### config.mk
export PLATFORM = sky130hd
export DESIGN_NAME = alu_result_stage
export DESIGN_NICKNAME = d
export VERILOG_FILES = /design/src/rtl/alu_result_stage.sv
export SDC_FILE = /design/constraint.sdc
export NUM_CORES = 1
export LEC_CHECK = 0
export CAP_MARGIN = 20
export CORE_AREA = 8 8 109 111
export CTS_CLUSTER_SIZE = 10
export DETAILED_ROUTE_END_ITERATION = 7
export DIE_AREA = 0 0 117 119
export SLEW_MARGIN = 10
export SYNTH_ARGS = -nofsm -noshare
export SYNTH_HDL_FRONTEND = slang
export SYNTH_SLANG_ARGS = --single-unit
### constraint.sdc
create_clock -name clk -period 6.1 [get_ports clk]
set_input_delay 1.22 -clock clk [delete_from_list [all_inputs] [get_ports clk]]
set_output_delay 1.22 -clock clk [all_outputs]
set_load 0.05 [all_outputs]
### src/rtl/alu_result_stage.sv
// ALU result stage: computes zero/carry/overflow flags and buffers results in a 2-entry FIFO.
// Optional sticky overflow trap enabled with `define ALU_RESULT_OVF_TRAP_EN.
module alu_result_stage (
    input  logic        clk,
    input  logic        reset,
    input  logic [31:0] in_result,
    input  logic        in_carry,
    input  logic        in_a_msb,
    input  logic        in_b_msb,
    input  logic [2:0]  in_op,
    input  logic        in_valid,
    output logic        in_ready,
    output logic [31:0] out_result,
    output logic        out_zero,
    output logic        out_carry,
    output logic        out_ovf,
    output logic        out_valid,
    input  logic        out_ready,
    input  logic        clr_trap,
    output logic        ovf_trap
);

    typedef struct packed {
        logic [31:0] result;
        logic        zero;
        logic        carry;
        logic        ovf;
    } entryT;

    entryT      mem [2];
    entryT      newEntry;
    entryT      headEntry;
    logic [1:0] count;
    logic       wrPtr;
    logic       rdPtr;
    logic       push;
    logic       pop;
    logic       isArith;
    logic       bEff;

    assign in_ready  = (count < 2'd2);
    assign out_valid = (count != 2'd0);
    assign push      = in_valid && in_ready;
    assign pop       = out_valid && out_ready;

    // Subtract overflow is judged against the inverted B operand sign.
    always_comb begin
        isArith         = (in_op == 3'd0) || (in_op == 3'd1);
        bEff            = (in_op == 3'd1) ? ~in_b_msb : in_b_msb;
        newEntry        = '0;
        newEntry.result = in_result;
        newEntry.zero   = (in_result == 32'd0);
        newEntry.carry  = isArith && in_carry;
        newEntry.ovf    = isArith && (in_a_msb == bEff) && (in_result[31] != in_a_msb);
    end

    always_ff @(posedge clk) begin
        if (push) begin
            mem[wrPtr] <= newEntry;
        end
    end

    always_ff @(posedge clk) begin
        if (reset) begin
            count <= 2'd0;
            wrPtr <= 1'b0;
            rdPtr <= 1'b0;
        end else begin
            if (push) begin
                wrPtr <= ~wrPtr;
            end
            if (pop) begin
                rdPtr <= ~rdPtr;
            end
            case ({push, pop})
                2'b10:   count <= count + 2'd1;
                2'b01:   count <= count - 2'd1;
                default: count <= count;
            endcase
        end
    end

    always_comb begin
        headEntry  = mem[rdPtr];
        out_result = '0;
        out_zero   = 1'b0;
        out_carry  = 1'b0;
        out_ovf    = 1'b0;
        if (out_valid) begin
            out_result = headEntry.result;
            out_zero   = headEntry.zero;
            out_carry  = headEntry.carry;
            out_ovf    = headEntry.ovf;
        end
    end

`ifdef ALU_RESULT_OVF_TRAP_EN
    // Setting on an overflowing pop takes priority over a concurrent clear.
    always_ff @(posedge clk) begin
        if (reset) begin
            ovf_trap <= 1'b0;
        end else if (pop && headEntry.ovf) begin
            ovf_trap <= 1'b1;
        end else if (clr_trap) begin
            ovf_trap <= 1'b0;
        end
    end
`else
    logic unusedClrTrap;
    assign unusedClrTrap = clr_trap;
    assign ovf_trap      = 1'b0;
`endif

endmodule

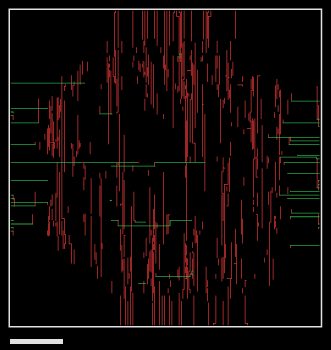
Run 1: wiring by layer
Scale bar: 20 um. Two of the layers only.
| colour | layer | wire length |
|---|---|---|
| red | metal 2 | 3230 um |
| green | metal 3 | 436 um |
total global-route track usage: 0.0983
number of vias after detailed routing: 1777
detail-routed net length per standard cell: 15.7 um
total wire length: 6510 um

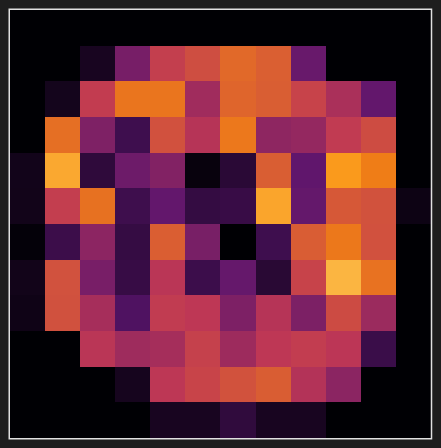
Run 1: placement density heat map
The die is cut into 12 by 12 equal tiles; black is low, pale yellow is high, 0 to 100% covered.
mean over tiles: 28%
fullest tile: 84%
nearly empty tiles: 29%
tiles over 75% full: 2.8%
emptiest ninth of the die: lower left
Placeable Area: 10100 um2
initial cell density of the core: 0.294
share of the core filled with cells: 0.409

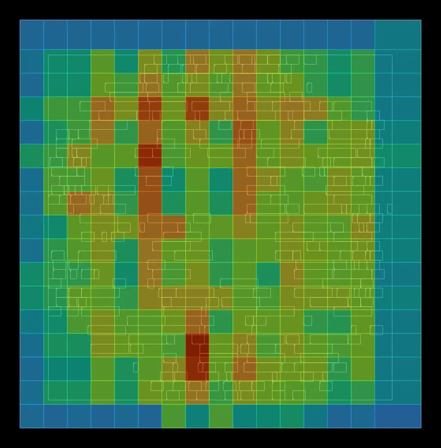
Run 1: routing congestion
most crowded layer after global routing: met2
met2 usage in global routing: 0.165
met1 layer usage reported by global route: 0.110
global routing met3 resource utilization: 0.0359

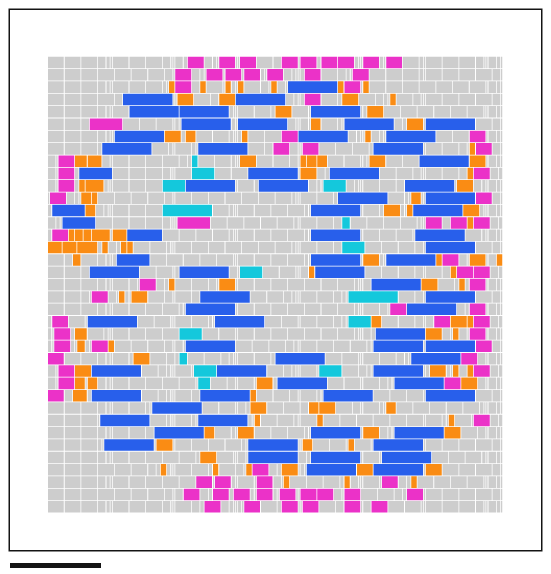
Run 1: cells coloured by class
Scale bar: 20 um. Fill, decap, tap and diode cells in grey.
| colour | class | cells | share of their area |
|---|---|---|---|
| magenta | remaining buffers and delay cells | 80 | 21% |
| cyan | clock drivers and dummy loads | 15 | 5.2% |
| orange | combinational and other logic | 108 | 18% |
| blue | sequential cells | 75 | 56% |
Final Instance Area: 4130 um2
number of standard-cell rows in the floorplan: 37
Seq/total area: 0.534

==> impl_metrics.csv, run 1 <==
group,metric,value,unit
detailed_routing,antenna_left,0,
layout,drive_gt1_frac,0.0719,
logic_synthesis,yosys.cell_types.count,22,
clock_tree,tritoncts_num_sinks,75,
timing,skew,0.00702,ns
layout,fillerInstances,977,
timing,final-setup-viol-count,0,
clock_tree,root_buffer,"sky130_fd_sc_hd__clkbuf_8",
layout,final_net_count,318,
logic_synthesis,synth_largest_type_area_fraction,0.709,
timing,final_period_minus_worst_setup_slack,3.52,ns
layout,final-nonclk-buf-share,0.199,
global_route,via_count_of_the_first_global_routing_pass,2001,
layout,mostFrequentLayoutCells,"78 x sky130_fd_sc_hd__clkdlybuf4s50_1, 70 x sky130_fd_sc_hd__edfxtp_1, 40 x sky130_fd_sc_hd__nor2_1, 36 x sky130_fd_sc_hd__mux2i_1, 9 x sky130_fd_sc_hd__clkbuf_8",
global_route,grt_pass1_wl,10300,um
hold_path,hold_depth,2,
floorplan,dieArea,13900,um2
pwr,p_leak,1.36,nW
logic_synthesis,mappedNetlistArea,2970,um2
timing,slew_limit_fails,0,
clock_tree,postCtsSetupBuffers,0,
detailed_routing,detail_route.first_pass.iterations,4,
logic_synthesis,avgSynthCellArea,15.5,um2
run_status,outcome,"finished clean",
layout,biggestCellCategory,"flip-flops and latches",
place,gp_routability_congestion,0.648,
job,tool_warnings,27,
logic_synthesis,synth.top_cells.by_count,"70 x sky130_fd_sc_hd__edfxtp_1, 41 x sky130_fd_sc_hd__nor2_1, 36 x sky130_fd_sc_hd__mux2i_1",
clock_tree,cts_resized,0,
layout,comb_area,716,um2
layout,area_delta_synth_final,39.2,%
logic_synthesis,ys_seq_share,0.743,
logic_synthesis,synth_cells,191,
floorplan,io_pins,81,
layout,final.signal_inverter_count,3,
run 1: worst max-delay path, cell delays in order, from the launching register on:
cell and delay [ns]:
sky130_fd_sc_hd__dfxtp_1 0.36, sky130_fd_sc_hd__nor2_4 0.67, sky130_fd_sc_hd__nor2_1 0.15, sky130_fd_sc_hd__clkdlybuf4s50_1 0.74
run 1: power breakdown:
group,total [W],internal [W],leakage (nW),switching (W)
Clock,0.000400,0.000225,0.103,0.000175
Combinational,0.00107,0.000354,0.558,0.000720
Sequential,0.000722,0.000675,0.698,0.0000472
run 1: per-layer routing:
metal  up-vias  track usage  routed length (um)
li1        865            -                   -
met1       850        0.110                2760
met2        54        0.165                3230
met3         8       0.0359                 435
met4         0       0.0408                  93
met5         -            0                   0
run 1: flip-flops by register name (all words and copies together), names as in the netlist, named ones only:
signal,count
wrPtr,1
mem,70
count,2
rdPtr,1
run 1: through the flow:
| step | power (W) | setup WS, ns | util | hold slack [ns] |
|---|---|---|---|---|
| after floorplan | 0.00146 | 2.87 | - | 0.472 |
| after global placement | 0.00181 | 2.56 | 0.385 | 0.485 |
| after detailed placement | 0.00183 | 2.84 | 0.387 | 0.493 |
| after CTS | 0.00223 | 2.46 | 0.407 | 0.522 |
| after global routing | 0.00231 | 2.39 | 0.409 | 0.550 |
| final | 0.00220 | 2.58 | 0.409 | 0.515 |
run 1: cell families after synthesis:
kind of cell / after synthesis / synth area share
flops: 75 / 0.743
simple gates: 59 / 0.0899
mux: 36 / 0.122
buf+inv: 11 / 0.0207
xor+xnor: 5 / 0.0148
compound gates: 3 / 0.00506
fa+ha+maj: 1 / 0.00422
other cells: 1 / 0.00126
--- run 2 (diff from run 1) ---
Clock period 6.1 ns to 3.4 ns, I/O delays scaled along.
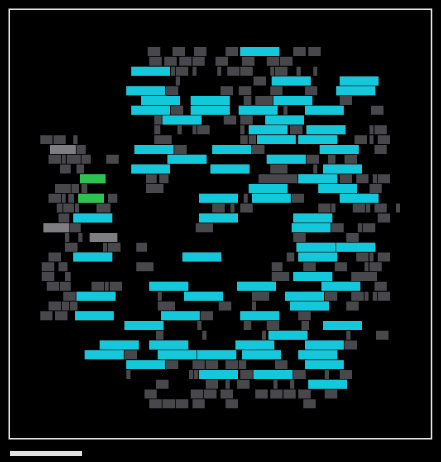
Run 2: sequential cells coloured by netlist name
Scale bar: 20 um. Other sequential cells in the stronger grey, the rest of the logic in the fainter grey.
| colour | netlist name | sequential cells |
|---|---|---|
| green | count | 2 |
| cyan | mem | 70 |
reported sequential group power: 0.00130 W
area occupied by registers: 2200 um2
Seq/total area: 0.535

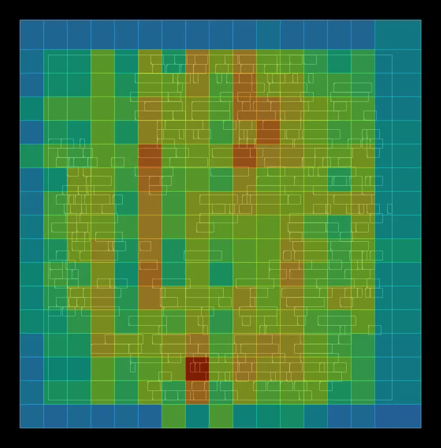
Run 2: routing congestion
met2 usage in global routing: 0.160
detail-routed net length per standard cell: 15.4 um
share of the core filled with cells: 0.408

==> run 2 against run 1 <==
Clock power is 67% higher; register-to-register slack worse by 2.7 ns; sequential share of layout area is 0.13 points higher; sequential cell count stayed put; area after synthesis stayed put; cell count is 0.72% higher; sequential power is about 80% higher; via count is 0.23% lower; first-iteration DRC count is 64% higher; critical endpoint is now out_result[15]; highest routed layer unchanged.
==> impl_metrics.csv, run 2 <==
group,metric,value,unit
clock_tree,cts_tree,"yes",
place,gp_routability_congestion,0.671,
run_status,outcome,"finished clean",
clock_tree,postCtsSetupBuffers,0,
logic_synthesis,synth_largest_type_area_fraction,0.709,
floorplan,io_pins,81,
clock_tree,tritoncts_num_sinks,75,
pwr,sw_frac_of_total,0.437,
logic_synthesis,avgSynthCellArea,15.5,um2
job,tool_warnings,27,
critical_path,worst-path-stages,4,
layout,comb_area,716,um2
logic_synthesis,ys.warnings.count,0,
floorplan,rows,37,
critical_path,timing.critical_path.cells,"buf_12, mux2i_1, nor2_1, clkdlybuf4s50_1",
floorplan,initial_core_util,0.294,
layout,drive_gt1_frac,0.0783,
pwr,p_leak,1.36,nW
layout,largest_register,"mem",
logic_synthesis,ys_seq_share,0.743,
pwr,p_total,0.00389,W
logic_synthesis,synth.top_cells.by_count,"70 x sky130_fd_sc_hd__edfxtp_1, 41 x sky130_fd_sc_hd__nor2_1, 36 x sky130_fd_sc_hd__mux2i_1",
global_route,grt.total_usage,0.0963,
detailed_routing,dr_wl_met3,436,um
critical_path,slowest_delay,0.82,ns
layout,fillerInstances,991,
pwr,internal_power,0.00219,W
clock_tree,root_buffer,"sky130_fd_sc_hd__clkbuf_8",
logic_synthesis,leading_cell_types_by_total_area_after_synthesis,"sky130_fd_sc_hd__edfxtp_1 71%, sky130_fd_sc_hd__mux2i_1 12%, sky130_fd_sc_hd__nor2_1 5.2%",
critical_path,critical-path-top-delay-family,"buffers and inverters",
layout,area_delta_synth_final,38.8,%
detailed_routing,detailroute.wirelength.met2,3130,um
critical_path,crit_buf_inv,2,
logic_synthesis,yosys.cell_types.count,22,
detailed_routing,total_wire_length,6430,um
critical_path,endpoint_kind,"output pin",
critical_path,slowest_stage,"sky130_fd_sc_hd__clkdlybuf4s50_1",
layout,final_net_count,320,
pwr,power_frac_seq,0.334,
detailed_routing,highest_metal_used,"met4",
floorplan,dieArea,13900,um2
floorplan,core-area,10100,um2
timing,final_period_minus_worst_setup_slack,2.96,ns
clock_tree,cts.reportedPaths.clkPinSlew,0.07,ns
layout,reg_top3,"mem x70, count x2",
timing,finalWorstSetupSlack,0.442,ns
pwr,power_frac_comb,0.494,
pwr,power.combinational.total,0.00192,W
timing,final-setup-viol-count,0,
detailed_routing,antenna_left,0,
clock_tree,cts_resized,0,
timing,slew_limit_fails,0,
pwr,power.net_switching,0.00170,W
global_route,grt_pass1_wl,10000,um
detailed_routing,m1WireLength,2760,um
layout,final_area,4120,um2
critical_path,timing.reg2reg.setup_slack,1.74,ns
timing,hold-worst-slack,0.511,ns
detailed_routing,detail_route.first_pass.iterations,4,
layout,flip_flop_count_of_the_largest_register_all_copies_and_words_added,70,
global_route,via_count_of_the_first_global_routing_pass,1969,
timing,skew,0.00924,ns
layout,mostFrequentLayoutCells,"78 x sky130_fd_sc_hd__clkdlybuf4s50_1, 70 x sky130_fd_sc_hd__edfxtp_1, 40 x sky130_fd_sc_hd__nor2_1, 36 x sky130_fd_sc_hd__mux2i_1, 9 x sky130_fd_sc_hd__clkbuf_8",
logic_synthesis,mappedNetlistArea,2970,um2
-- run 2: cell types whose count changed in the layout (fill, tap and decap cells not counted), sizes merged --
| cell | change |
|---|---|
| clkbuf | +1 |
| bufinv | -1 |
| buf | +2 |
| inv | +1 |
| clkinvlp | -1 |
| clkinv | +1 |
-- run 2: kinds of logic (layout without fill, tap and decap cells) --
group / count (synthesis) / count (layout) / share of synthesized area
xor+xnor: 5 / 5 / 0.0148
fa+ha+maj: 1 / 1 / 0.00422
other cells: 1 / 1 / 0.00126
compound gates: 3 / 3 / 0.00506
flops: 75 / 75 / 0.743
mux: 36 / 36 / 0.122
buf+inv: 11 / 101 / 0.0207
simple gates: 59 / 59 / 0.0899
-- run 2: layout make-up --
cell class,instances,share of cell area
clock buffer,10,0.0310
tap,136,0.0413
multi-input combinational,105,0.174
timing repair buffer,82,0.200
inverter,3,0.00274
sequential,75,0.535
clock inverter,6,0.0158
-- run 2: routing by layer --
layer / up-vias / track usage
li1: 870 / -
met1: 843 / 0.106
met2: 51 / 0.160
met3: 9 / 0.0323
met4: 0 / 0.0512
met5: - / 0
-- run 2: worst min-delay path by stage --
stage	from	end	depth (start not counted)
3_3_place_gp	rdPtr$_SDFFE_PP0P_	rdPtr$_SDFFE_PP0P_	2
6_report	rdPtr$_SDFFE_PP0P_	register	2
5_1_grt	rdPtr$_SDFFE_PP0P_	rdPtr$_SDFFE_PP0P_	2
2_1_floorplan	rdPtr$_SDFFE_PP0P_	register	2
3_5_place_dp	rdPtr$_SDFFE_PP0P_	rdPtr$_SDFFE_PP0P_	2
4_1_cts	rdPtr$_SDFFE_PP0P_	register	2
No activity file was given, so power comes from the tool's default toggle rates.
